==> run_1/floorplan.png <==
Pins as bars on the die edge.
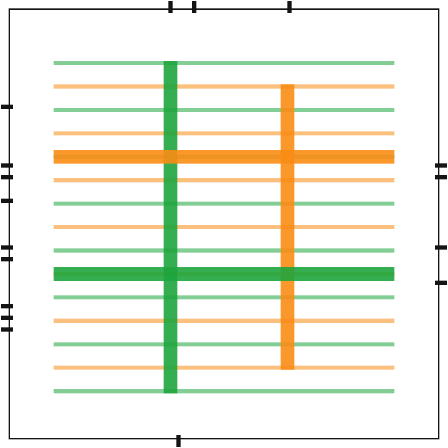
==> run_1/gates.png <==
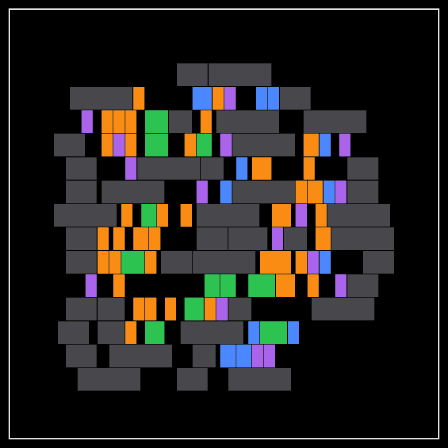
==> run_1/clock_nets.png <==
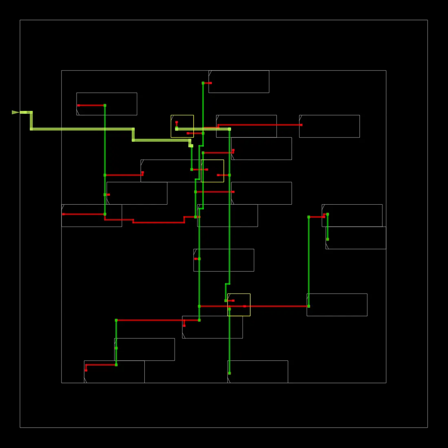
### src/rtl/serial_magnitude_comparator.sv
// rtl/serial_magnitude_comparator.sv - digit-serial signed/unsigned magnitude comparator
//
// Compares two WIDTH-bit operands MSB digit first, DIGIT bits per clock,
// behind a start/busy/done handshake.
//
// Parameters:
//   WIDTH      operand width in bits (integer multiple of DIGIT)
//   DIGIT      bits compared per clock
//   EARLY_EXIT 1 = finish on the first differing digit, 0 = always scan every digit
//
// Ports:
//   clk          rising-edge clock
//   rst          synchronous active-high reset
//   start        request, sampled only while idle
//   signed_mode  1 = two's-complement compare, captured with start
//   a, b         operands, captured with start
//   busy         high while a comparison is in progress
//   done         one-cycle pulse when y2/y1/y0 become valid
//   y2, y1, y0   a > b, a == b, a < b (held until the next accepted start)
module serial_magnitude_comparator #(
    parameter int WIDTH      = 4,
    parameter int DIGIT      = 1,
    parameter int EARLY_EXIT = 1
) (
    input  logic             clk,
    input  logic             rst,
    input  logic             start,
    input  logic             signed_mode,
    input  logic [WIDTH-1:0] a,
    input  logic [WIDTH-1:0] b,
    output logic             busy,
    output logic             done,
    output logic             y2,
    output logic             y1,
    output logic             y0
);

    localparam int NDIG = WIDTH / DIGIT;
    localparam int KW   = (NDIG > 1) ? $clog2(NDIG) : 1;
    localparam logic [WIDTH-1:0] SIGN_BIT = WIDTH'(1) << (WIDTH - 1);
    localparam logic [KW-1:0]    K_LAST   = KW'(NDIG - 1);

    typedef enum logic {
        IDLE,
        SCAN
    } state_t;

    state_t           state;
    logic [WIDTH-1:0] a_r;
    logic [WIDTH-1:0] b_r;
    logic [KW-1:0]    k;
    logic             gt_r;
    logic             lt_r;

    // Operands are shifted left each cycle, so the digit under test is
    // always the top DIGIT bits of the working registers.
    logic [DIGIT-1:0] a_dig;
    logic [DIGIT-1:0] b_dig;
    logic             resolved;
    logic             gt_n;
    logic             lt_n;
    logic             finish;

    always_comb begin
        a_dig    = a_r[WIDTH-1 -: DIGIT];
        b_dig    = b_r[WIDTH-1 -: DIGIT];
        resolved = gt_r | lt_r;
        // Only the first differing digit may decide the result.
        gt_n     = gt_r | (!resolved && (a_dig > b_dig));
        lt_n     = lt_r | (!resolved && (a_dig < b_dig));
        finish   = (k == K_LAST) || ((EARLY_EXIT != 0) && (gt_n || lt_n));
    end

    always_ff @(posedge clk) begin
        if (rst) begin
            state <= IDLE;
            a_r   <= '0;
            b_r   <= '0;
            k     <= '0;
            gt_r  <= 1'b0;
            lt_r  <= 1'b0;
            busy  <= 1'b0;
            done  <= 1'b0;
            y2    <= 1'b0;
            y1    <= 1'b0;
            y0    <= 1'b0;
        end else begin
            done <= 1'b0;
            case (state)
                IDLE: begin
                    if (start) begin
                        // Flipping the sign bit of both operands maps two's
                        // complement order onto unsigned order.
                        a_r   <= signed_mode ? (a ^ SIGN_BIT) : a;
                        b_r   <= signed_mode ? (b ^ SIGN_BIT) : b;
                        k     <= '0;
                        gt_r  <= 1'b0;
                        lt_r  <= 1'b0;
                        busy  <= 1'b1;
                        y2    <= 1'b0;
                        y1    <= 1'b0;
                        y0    <= 1'b0;
                        state <= SCAN;
                    end
                end
                SCAN: begin
                    a_r <= a_r << DIGIT;
                    b_r <= b_r << DIGIT;
                    k   <= k + KW'(1);
                    if (finish) begin
                        y2    <= gt_n;
                        y0    <= lt_n;
                        y1    <= !(gt_n || lt_n);
                        gt_r  <= 1'b0;
                        lt_r  <= 1'b0;
                        busy  <= 1'b0;
                        done  <= 1'b1;
                        state <= IDLE;
                    end else begin
                        gt_r <= gt_n;
                        lt_r <= lt_n;
                    end
                end
                default: state <= IDLE;
            endcase
        end
    end

endmodule

### config.mk
export PLATFORM = sky130hd
export DESIGN_NAME = serial_magnitude_comparator
export DESIGN_NICKNAME = d
export VERILOG_FILES = /design/src/rtl/serial_magnitude_comparator.sv
export SDC_FILE = /design/constraint.sdc
export NUM_CORES = 1
export LEC_CHECK = 0
export ABC_AREA = 1
export CAP_MARGIN = 20
export CORE_MARGIN = 5
export CORE_UTILIZATION = 50
export DETAILED_ROUTE_END_ITERATION = 16
export PLACE_DENSITY = 0.79
export SYNTH_ARGS = -nofsm -noshare
export SYNTH_HDL_FRONTEND = slang
export SYNTH_SLANG_ARGS = --single-unit
export TNS_END_PERCENT = 30
### constraint.sdc
create_clock -name clk -period 2.1 [get_ports clk]
set_input_delay 0.525 -clock clk [delete_from_list [all_inputs] [get_ports clk]]
set_output_delay 0.525 -clock clk [all_outputs]
set_load 0.01 [all_outputs]
==> commit_impl_results.txt, run 1 <==
Add synthesis and place-and-route results

- For reference, the mux area share after synthesis is 0.
- After synthesis, the share of flip-flops with an asynchronous set or reset is 0.
- The final report gives the core utilization as 0.636.
- Post-Synthesis Mean Instance Area: 7.64 um2
- Die width: 49.7 um
- In this run the critical register-to-register path is captured at lt_r$_SDFFE_PP0P_.
- The STA report counts the stages on the worst setup path as 1.
- The script computed the net switching share of total power as 0.259.
- Clock tree from TritonCTS: built
- Final tally of setup violations: 0
- The share of total power dissipated in combinational logic is 0.150.
- Leaving out fill and tap cells, the most frequent cells in the layout are sky130_fd_sc_hd__nand2_1, sky130_fd_sc_hd__dfxtp_1, sky130_fd_sc_hd__clkdlybuf4s50_1.
* Diode insertion count for antenna repair: 0
- Vias in the first global route: 613
- In this run the number of H-tree levels came out at 1.
- Fraction of the mapped netlist area in compound gates: 0.105
- The flow ran to the end, and the final reports show no timing, DRC or antenna violations.
- Share of cells above drive strength 1: 0.118
* Number of cells in the yosys synthesis report: 103
- Critical-path cell with the highest stage delay: sky130_fd_sc_hd__clkdlybuf4s50_1
* Startpoint type of the worst setup path: flip-flop
- Basic-gate share of the synthesized area counting and, or, nand and nor cells: 0.273
- The synthesis report names the predominant flop master as sky130_fd_sc_hd__dfxtp_1.
* Effective utilization at floorplan: 0.522
- After synthesis, the netlist uses 22 different library cells.
* Net count of the mapped netlist: 116
* TNS Setup: 0 ps
* Max Fclk: 595 MHz
* Largest net degree at the start of global routing: 13
- Quantity of I/O buffers inserted on ports: 16
- TritonRoute reported its final design rule violation total as 0.
-- floorplan.png (at the start) --
Key: green = VSS; orange = VDD
15 met1 rails follow the rows. 2 straps on met4. The core has 14 rows.

-- gates.png (at the start) --
Key: blue = nor cells [cells 12, most used nor2_1]; green = aoi and oai cells [cells 11]; purple = inv cells [cells 16, most used inv_1]; orange = nand cells [cells 37, most used nand2_1]

-- clock_nets.png (at the start) --
CTS sink count: 18
cts bufs inserted: 3
registers: 18
Final Skew: 2.38 ps

## run 1: metal layers
layer  share of wire  global-route usage  up-vias
met5               0                   0        -
met4           0.017              0.0699        0
met3           0.065              0.0361        2
met2            0.50               0.216       17
met1            0.42               0.136      282
li1                -                   -      352
## run 1: power by group through the flow
stage / logic (uW) / clock network [uW] / registers [uW]
after floorplan: 67.9 / 0 / 377
after global placement: 93.6 / 0 / 382
after detailed placement: 95.7 / 0 / 382
after CTS: 96.4 / 175 / 374
after global routing: 107 / 191 / 377
final: 95.6 / 169 / 374
## run 1: cell type report
class / instances / area share
Multi-Input combinational cell: 65 / 0.342
Tap cell: 16 / 0.0209
Timing Repair Buffer: 17 / 0.175
Inverter: 16 / 0.0627
Clock buffer: 3 / 0.0235
Sequential cell: 18 / 0.376
## run 1: per-stage QoR
step,worst slack (ps),hold slack (ps)
3_3_place_gp,478,447
4_1_cts,400,467
6_report,418,463
3_5_place_dp,444,452
2_1_floorplan,979,432
5_1_grt,364,491
## run 1: state kept, by name, summed over array words and instances (netlist names)
signal,count
y2,1
busy,1
k,2
y0,1
a_r,4
b_r,4
done,1
y1,1
gt_r,1
state,1
lt_r,1
## run 1: worst min path at each step
stage	end	startpoint	cells after the start	slack, ps
floorplan	k[0]$_SDFFE_PP0P_	k[0]$_SDFFE_PP0P_	1	430
CTS	k[0]$_SDFFE_PP0P_	k[0]$_SDFFE_PP0P_	1	470
global route	k[0]$_SDFFE_PP0P_	k[0]$_SDFFE_PP0P_	1	490
detailed placement	k[0]$_SDFFE_PP0P_	k[0]$_SDFFE_PP0P_	1	450
finish	k[0]$_SDFFE_PP0P_	k[0]$_SDFFE_PP0P_	1	460
global placement	k[0]$_SDFFE_PP0P_	k[0]$_SDFFE_PP0P_	1	450
==> run_1/class_map.png <==
The bar under the picture is 10 um long. Fill, decap, tap and diode cells in gray.
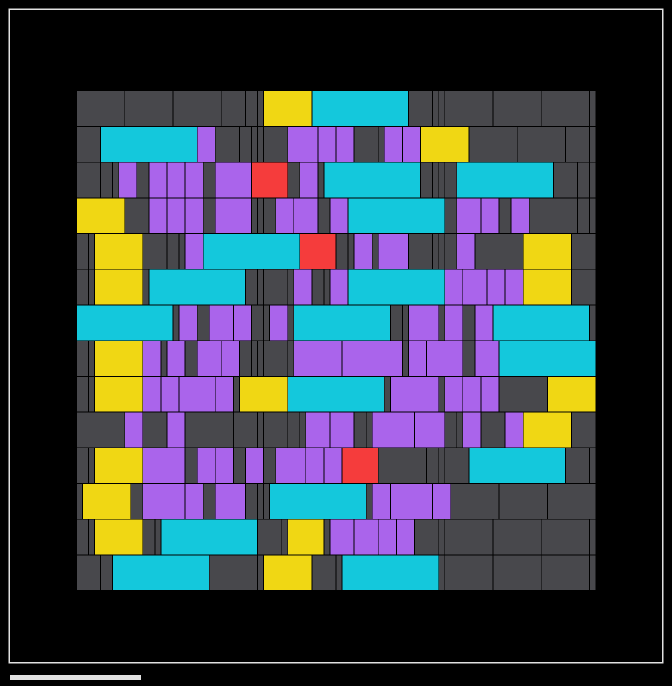

==> inputs of run 2 (changes only) <==
--- a/config.mk
+++ b/config.mk
@@ -8,9 +8,9 @@
 export ABC_AREA = 1
 export CAP_MARGIN = 20
 export CORE_MARGIN = 5
-export CORE_UTILIZATION = 50
+export CORE_UTILIZATION = 48
 export DETAILED_ROUTE_END_ITERATION = 16
-export PLACE_DENSITY = 0.79
+export PLACE_DENSITY = 0.76
 export SYNTH_ARGS = -nofsm -noshare
 export SYNTH_HDL_FRONTEND = slang
 export SYNTH_SLANG_ARGS = --single-unit
==> constraint.sdc (replaced) <==
create_clock -name clk -period 1.6 [get_ports clk]
set_input_delay 0.4 -clock clk [delete_from_list [all_inputs] [get_ports clk]]
set_output_delay 0.4 -clock clk [all_outputs]
set_load 0.01 [all_outputs]
==> run_2/class_map.png <==
The bar under the picture is 20 um long. Fill, decap, tap and diode cells in gray.
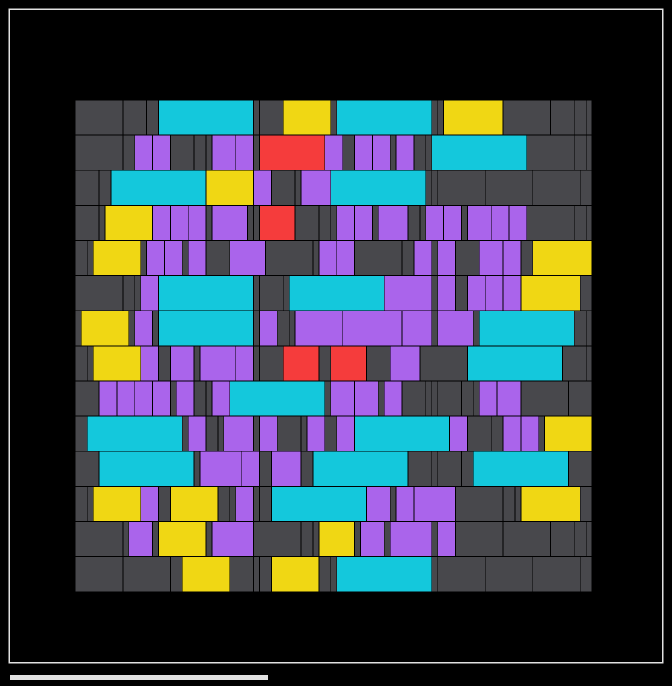
Key: yellow = remaining buffers and delay cells [cells 17]; purple = remaining logic cells [cells 81]; red = clock drivers and dummy loads [cells 4]; cyan = registers [cells 18]
Finished Core Util: 0.644
row cnt: 14

==> run_2/gates.png <==
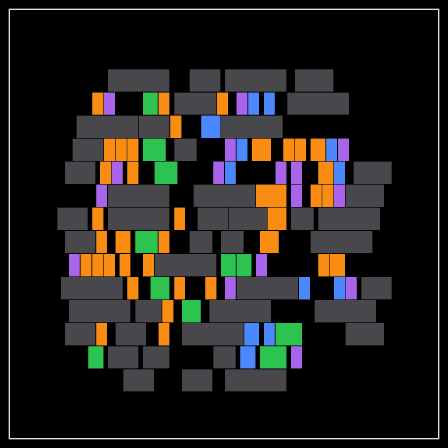
Key: blue = nor cells [cells 12, most used nor2_1]; orange = nand cells [cells 37, most used nand2_1]; purple = inv cells [cells 16, most used inv_1]; green = aoi and oai cells [cells 11]
most frequent logic cell in the layout: sky130_fd_sc_hd__nand2_1
post-route non-filler standard cell count: 136

==> run 2 against run 1 <==
Net effect:
- sequential share of layout area is 0.91 points lower
- register-to-register slack got worse by 430 ps
- final cell count increased by 0.74%
- sequential cell count did not move
- combinational power grew 29%
- core utilization is 0.83 points higher
- via count is 3.2% higher
- wire length down 4.1%
- critical endpoint is now y1
- highest routed layer unchanged
==> commit_impl_results.txt, run 2 <==
Add synthesis and place-and-route results

- Counting instances, the worst hold path has a depth of 2.
- The worst setup path is launched from a flip-flop.
* Cts bufs inserted: 3
* Largest net degree at the start of global routing: 13
- Ranking logic cells in the layout by count gives the top entries sky130_fd_sc_hd__nand2_1, sky130_fd_sc_hd__dfxtp_1, sky130_fd_sc_hd__inv_1.
- Worst R2R End: gt_r$_SDFFE_PP0P_
* Per-cell routed wire length: 10.2 um
- Run status: finished, final reports clean
- The final hold violation count recorded for this run is 0.
- The clock arrives with 3.41 ps of skew.
- First-pass GRT wire length: 2380 um
- Static Leak: 0.000521 uW
- Met2 WL: 700 um
- A synthesized cell averages 7.64 um2.
- TNS Setup: 0 ps
- Final tally of setup violations: 0
- Yosys mapped the design onto 22 distinct sky130hd cell types.
- Per the OpenROAD floorplan log, the width of the die is 50.5 um.
- Net count of the mapped netlist: 116
* Number of cells in the yosys synthesis report: 103
- In this run, synthesis produced a sequential element count of 18.
* Count of yosys warnings during synthesis: 0
* Share of cells above drive strength 1: 0.125
- After detailed routing, the wire length on met1 is 602 um.
- Total met3 wirelength after detailed routing: 66 um
* Diode insertion count for antenna repair: 0
* Highest Signal Layer: met4
- For this run, asynchronously set or reset flops after synthesis account for 0.
- The initial utilization of the core area, before any placement, comes to 0.516.
- Clock tree from TritonCTS: built
- In the hold report, the worst path ends at a_r[0]$_SDFFE_PP0P_.
* Critical-path cell with the highest stage delay: sky130_fd_sc_hd__clkdlybuf4s50_1
* Quantity of I/O buffers inserted on ports: 16
- CTS sink count: 18
- Post-CTS Hold Fix Bufs: 0
- Final routed DRC violation total: 0
* Class of the tightest hold or removal check: reg2reg
- For this run, the leading register cell type out of synthesis is sky130_fd_sc_hd__dfxtp_1.
- The launch point of the worst min-delay path is recorded as a_r[0]$_SDFFE_PP0P_.
- The registers reported with the highest flop counts are a_r x4, b_r x4, k x2.
* Seq share, synth: 0.458
- In this run the number of H-tree levels came out at 1.
- Total iterations of the first detailed-routing run: 4
- Top cell family by delay on the critical path: buffers and inverters
- Vias in the first global route: 581
- Based on the critical path, the design can be clocked at up to 647 MHz.
* Worst vdd ir: 0.504 mV
run 2: layout make-up:
type	count	area [um2]
Clock buffer	4	36.3
Sequential cell	18	360
Fill cell	150	542
Tap cell	16	20.0
Inverter	16	60.1
Timing Repair Buffer	17	178
Multi-Input combinational cell	65	328
run 2: per-layer routing:
metal | vias to the layer above | track usage
met5 | - | 0
met4 | 0 | 0.0383
met3 | 2 | 0.0355
met2 | 18 | 0.209
met1 | 299 | 0.134
li1 | 355 | -
run 2: report_power, final:
part | switching (uW) | internal, uW
Combinational | 62.1 | 61.3
Clock | 131 | 138
Sequential | 19.4 | 471
Total | 212 | 671
run 2: worst max path at each step:
stage                                      to  slack (ps)  cells after the start       startpoint
after global routing                       y1           2                      1  y1$_SDFFE_PP0P_
final                                      y1          50                      1  y1$_SDFFE_PP0P_
after floorplan             k[1]$_SDFFE_PP0P_         600                      3              rst
after detailed placement    gt_r$_SDFFE_PP0P_          70                      4            start
after global placement    b_r[2]$_SDFFE_PP0P_         100                      6            start
after CTS                                  y0          30                      1  y0$_SDFFE_PP0P_
run 2: cells by family (layout without fill, tap and decap cells):
logic type	count (synthesis)	in the layout	synth area share
DFF	18	18	0.458
xor gates and xnor gates	2	2	0.0223
adders and majority gates	1	1	0.0159
and+or+nand+nor	50	50	0.273
AOI/OAI and AO/OA	12	12	0.105
buffers and inverters	20	37	0.126
run 2: metrics by stage:
| step | utilization | area [um2] | setup WS (ps) | hold WS (ps) | power [uW] |
|---|---|---|---|---|---|
| CTS | 0.638 | 972 | 34.2 | 477 | 894 |
| global route | 0.644 | 982 | 1.69 | 504 | 936 |
| floorplan | - | 787 | 604 | 432 | 584 |
| detailed placement | 0.614 | 936 | 65.6 | 460 | 627 |
| global placement | 0.614 | 936 | 98.2 | 451 | 624 |
| finish | 0.644 | 982 | 53.3 | 475 | 883 |
No activity file was given, so power comes from the tool's default toggle rates.
